===== src/rtl/dbus_uncached_unit.sv =====
// Uncached data-bus unit: turns one accepted upstream request into a single-beat
// downstream transaction, with a cycle-count timeout that returns ERR_DATA.
module dbus_uncached_unit #(
  parameter int unsigned TIMEOUT  = 255,
  parameter logic [31:0] ERR_DATA = 32'hDEAD_BEEF
) (
  input  logic        clk,
  input  logic        reset,
  input  logic        req_valid,
  input  logic [31:0] req_addr,
  input  logic [2:0]  req_size,
  input  logic [3:0]  req_strobe,
  input  logic [31:0] req_data,
  output logic        req_addr_ok,
  output logic        resp_data_ok,
  output logic [31:0] resp_data,
  output logic        resp_err,
  output logic        mem_valid,
  output logic        mem_is_write,
  output logic [2:0]  mem_size,
  output logic [31:0] mem_addr,
  output logic [3:0]  mem_strobe,
  output logic [31:0] mem_data,
  input  logic        mem_ready,
  input  logic        mem_last,
  input  logic [31:0] mem_rdata
);

  typedef enum logic [1:0] {IDLE, REQ, DONE} state_t;

  // Counter holds cycles already spent in REQ, so it only needs to reach TIMEOUT-1.
  localparam int unsigned    CW       = (TIMEOUT < 2) ? 1 : $clog2(TIMEOUT);
  localparam logic [CW-1:0]  LAST_CNT = CW'(TIMEOUT - 1);

  state_t        state;
  logic [CW-1:0] cnt;

  assign req_addr_ok = (state == IDLE) && req_valid && !reset;

  always_ff @(posedge clk) begin
    if (reset) begin
      state        <= IDLE;
      cnt          <= '0;
      mem_valid    <= 1'b0;
      mem_is_write <= 1'b0;
      mem_size     <= '0;
      mem_addr     <= '0;
      mem_strobe   <= '0;
      mem_data     <= '0;
      resp_data_ok <= 1'b0;
      resp_data    <= '0;
      resp_err     <= 1'b0;
    end else begin
      case (state)
        IDLE: begin
          resp_data_ok <= 1'b0;
          resp_err     <= 1'b0;
          if (req_valid) begin
            mem_addr     <= req_addr;
            mem_size     <= req_size;
            mem_strobe   <= req_strobe;
            mem_data     <= req_data;
            mem_is_write <= (req_strobe != 4'b0000);
            mem_valid    <= 1'b1;
            cnt          <= '0;
            state        <= REQ;
          end
        end
        REQ: begin
          // A completing beat wins over a timeout expiring in the same cycle.
          if (mem_ready && mem_last) begin
            resp_data    <= mem_rdata;
            resp_err     <= 1'b0;
            mem_valid    <= 1'b0;
            resp_data_ok <= 1'b1;
            state        <= DONE;
          end else if (cnt == LAST_CNT) begin
            resp_data    <= ERR_DATA;
            resp_err     <= 1'b1;
            mem_valid    <= 1'b0;
            resp_data_ok <= 1'b1;
            state        <= DONE;
          end else begin
            cnt <= cnt + 1'b1;
          end
        end
        DONE: begin
          resp_data_ok <= 1'b0;
          resp_err     <= 1'b0;
          state        <= IDLE;
        end
        default: state <= IDLE;
      endcase
    end
  end

endmodule


===== config.mk =====
export PLATFORM = sky130hd
export DESIGN_NAME = dbus_uncached_unit
export DESIGN_NICKNAME = d
export VERILOG_FILES = /design/src/rtl/dbus_uncached_unit.sv
export SDC_FILE = /design/constraint.sdc
export NUM_CORES = 1
export LEC_CHECK = 0
export CAP_MARGIN = 40
export CORE_MARGIN = 2
export CORE_UTILIZATION = 38
export DETAILED_ROUTE_END_ITERATION = 8
export PLACE_DENSITY = 0.74
export SLEW_MARGIN = 20
export SYNTH_ARGS = -nofsm -noshare
export SYNTH_HDL_FRONTEND = slang
export SYNTH_SLANG_ARGS = --single-unit

===== constraint.sdc =====
create_clock -name clk -period 3.6 [get_ports clk]
set_input_delay 0.36 -clock clk [delete_from_list [all_inputs] [get_ports clk]]
set_output_delay 0.36 -clock clk [all_outputs]
set_load 0.1 [all_outputs]

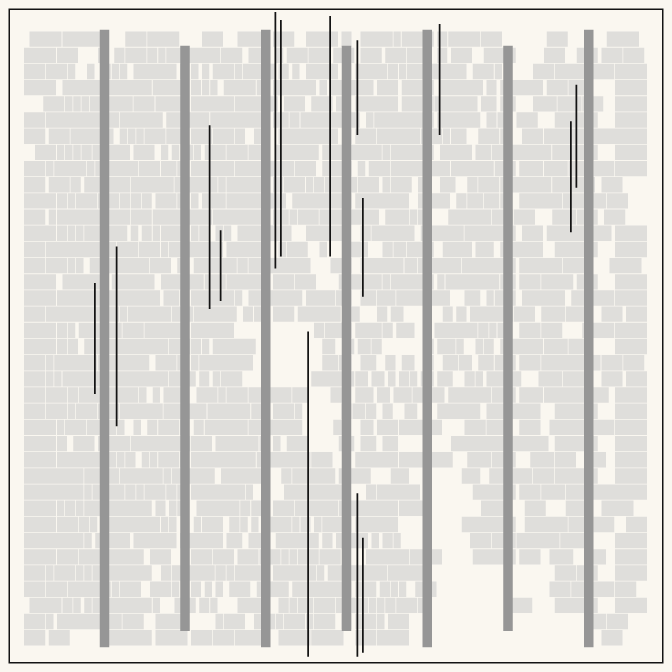
Figure 1: signal wires on met4.
Supply wires on this layer in grey. Cells faint in the background.
- main direction: vertical
- longest straight run: 54.4 um
- share of all routed wire: 2.5%
- nets with wire on the layer: 14
WL final: 16.2 mm
Vias: 4,874

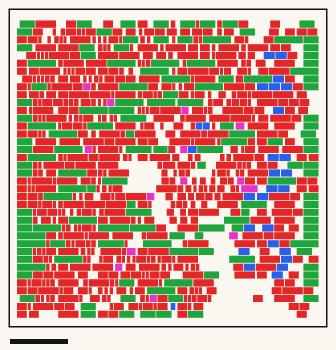
Figure 2: cells by drive strength.
Scale bar: 20 um.
- x6 and larger: green (cells 133; share 16%)
- x3 and x4: magenta (cells 14; share 1.7%)
- x1 and smaller: red (cells 633; share 78%)
- x2: blue (cells 28; share 3.5%)
Signal buffers: 328
Final WS setup: 1.32 ns
Design Area, Final: 9040 um^2
area grow syn2layout: 113%

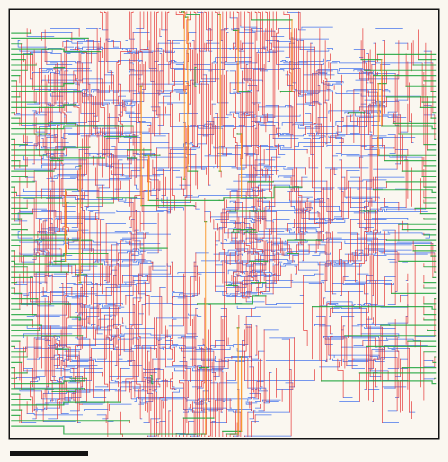
Figure 3: metal layers overlaid.
Scale bar: 20 um.
- M1: blue (wire length 5,790 um)
- M2: red (wire length 8,590 um)
- M3: green (wire length 1,420 um)
- M4: orange (wire length 399 um)
drt wl/cell: 17.1 um
gr usage total: 0.274

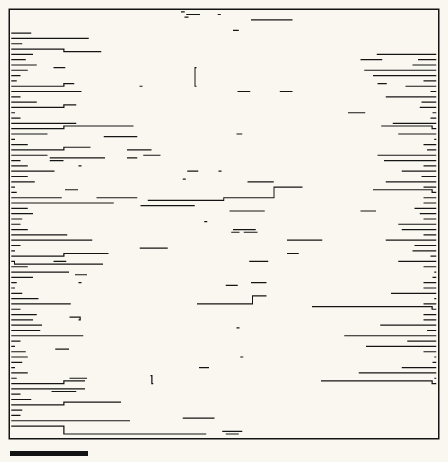
Figure 4: M3 wires.
Scale bar: 20 um.
- main direction: horizontal
- longest straight run: 36.3 um
- wire length on this layer: 1,420 um
met3 GRT Util: 0.0954

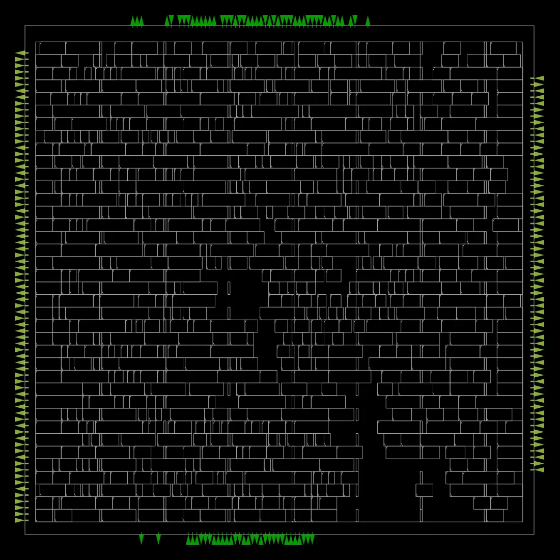
Figure 5: cell outlines without signal wires.
post-route insts no fill: 948
sequential share of cell area: 0.259

[registers in the layout (all words and copies together), names as in the netlist]
signal / flops
resp_err: 1
resp_data: 32
mem_is_write: 1
mem_size: 3
mem_valid: 1
cnt: 8
mem_data: 32
resp_data_ok: 1
state: 2
mem_addr: 32
mem_strobe: 4
[per-stage QoR]
stage | hold WS (ns) | cell area, um^2 | std cells | setup WS (ns) | util
finish | 0.411 | 9040 | 948 | 1.32 | 0.834
global route | 0.387 | 9040 | 948 | 1.20 | 0.834
CTS | 0.392 | 9040 | 948 | 1.35 | 0.834
detailed placement | 0.446 | 8470 | 916 | 1.01 | 0.781
global placement | 0.439 | 6430 | 808 | 1.04 | 0.593
floorplan | 0.481 | 4240 | 487 | 1.21 | -
[cell usage after synthesis, types with 3 or more instances]
master	count
nand2_1	157
nand3_1	8
clkbuf_1	32
buf_6	3
o211ai_1	15
dfxtp_1	117
or4_1	3
nand4_1	3
a31oi_1	4
buf_1	3
nor2_1	6
a21oi_1	85
nor3_1	3
o221a_2	24
[layout by cell type (no fill, tap or decap), types with 4 or more instances in the layout]
cell type | Yosys | routed
a31oi_1 | 4 | 4
o221a_2 | 24 | 24
a21oi_1 | 85 | 85
buf_16 | 0 | 34
clkdlybuf4s50_1 | 0 | 213
dfxtp_1 | 117 | 117
buf_8 | 0 | 73
nand2_1 | 157 | 156
o211ai_1 | 15 | 15
inv_6 | 0 | 6
nor2_1 | 6 | 6
nand3_1 | 8 | 8
buf_4 | 0 | 7
clkbuf_16 | 0 | 16
[kinds of logic (layout without fill, tap and decap cells)]
kind of cell               count (synthesis)  in the layout
AOI/OAI and AO/OA                        134            134
DFF                                      117            117
adders and majority gates                  2              2
and+or+nand+nor                          192            192
buffers and inverters                     41            362
muxes                                      1              1
==> ci_impl_report.md <==
## Synthesis and layout report

| Metric | Value |
|---|---|
| Detailed Place HPWL | between 10 and 15 mm |
| Non-clk invs | 2 |
| Hold Fails Final Rpt | 0 |
| Unrepaired setup endpoints after global routing | false |
| Hold Path Depth | 3 |
| WP data required | a little over 4 ns |
| Met2 WL | approximately 8.6 mm |
| Max VDD drop | between 300 and 400 uV |
| Critical R2R Launch | cnt[0] |
| Met2 usage | 0.506 |
| Yosys Instances | 487 |
| Tool Warnings | 27 |
| Late-Pin Clk Latency | approximately 0.5 ns |
| Antenna violations before repair | 0 |
| Met1 Routed Length | a little under 6 mm |
| CP max FO | 24 |
| Largest net degree at the start of global routing | 59 |
| Sw Pwr | 1.40 mW |
| ClkCell Share | 0.0631 |
| Total power | 4.20 mW |
| TritonCTS clock tree | done |
| Std-Cell Rows | 38 |
| Critical path launch point | cnt[0] |
| Routability cong. | ~0.78 |
| Comb_multi_in | 329 |
| Fillcell total | approximately 540 |
| Combinational gate area | around 1700 um^2 |
| CTS clk-pin slew, worst paths | approximately 0.060 ns |
| Met3 wire len | between 1 and 1.5 mm |
| Post-CTS sizing | 0 |
| Floorplan utilization | 0.391 |
| Clk sinks | around 120 |
| Synth Register Bits | 117 |
| Hold EP | resp_data[17] |
| Largest stage delay, worst path | ~0.60 ns |
| Tally of clock buffers in the finished layout | 18 |
| DRC | 0 |
| Max H-tree Level | 4 |
| Multiplexer share | 0.00266 |
| Vias in the first global route | roughly 5,100 |
| Clock network fraction of total power | 0.378 |
| N_taps | around 140 |
| Diode count | 0 |
| XOR/XNOR Fraction of Synth Area | 0 |
| Seq. pwr | 1.41 mW |
| Max-cap violations | 0 |
| Relative slew slack | 0.503 |
| Worst setup endpoint | resp_data[27] |
| Mapped Nets | 597 |
| Busiest grt layer | met2 |
| Clock-net power | approximately 1.6 mW |
| Post-Route Skew | a little over 0.009 ns |
| Comb power frac | 0.288 |
| Async SR Flop Fraction | 0 |
| Die X | between 100 and 150 um |
| Largest Pwr Group | the clock network |
| Root Driver | clkbuf_8 |
| CP arrival | between 2 and 3 ns |
| TritonCTS buffer count | 17 |
| Clock Path Buffers | 2 |
| Non-Clock Buffer Area Fraction | 0.467 |
| Crit path buf inv count | 1 |
| Syn Inst Count | 487 |
| Adder Share, Synth | 0.00590 |
| Fmax | 0.439 GHz |
| Yosys stat area | roughly 4200 um^2 |
| Ys flop type | dfxtp_1 |
| Met1 GRT Util | 0.283 |
| Outcome | completed |
| Core ar. | ~11,000 um^2 |
| Post-Synth AOI/OAI Area | 0.210 |
| Startpoint Class | flop |
| TritonRoute pass-1 iters | 4 |
| Post-layout minimum cycle time | 2.28 ns |
| EDFF count, synth | 0 |
| Die area | 12,000 um^2 |
Power and IR drop assume default switching activity.
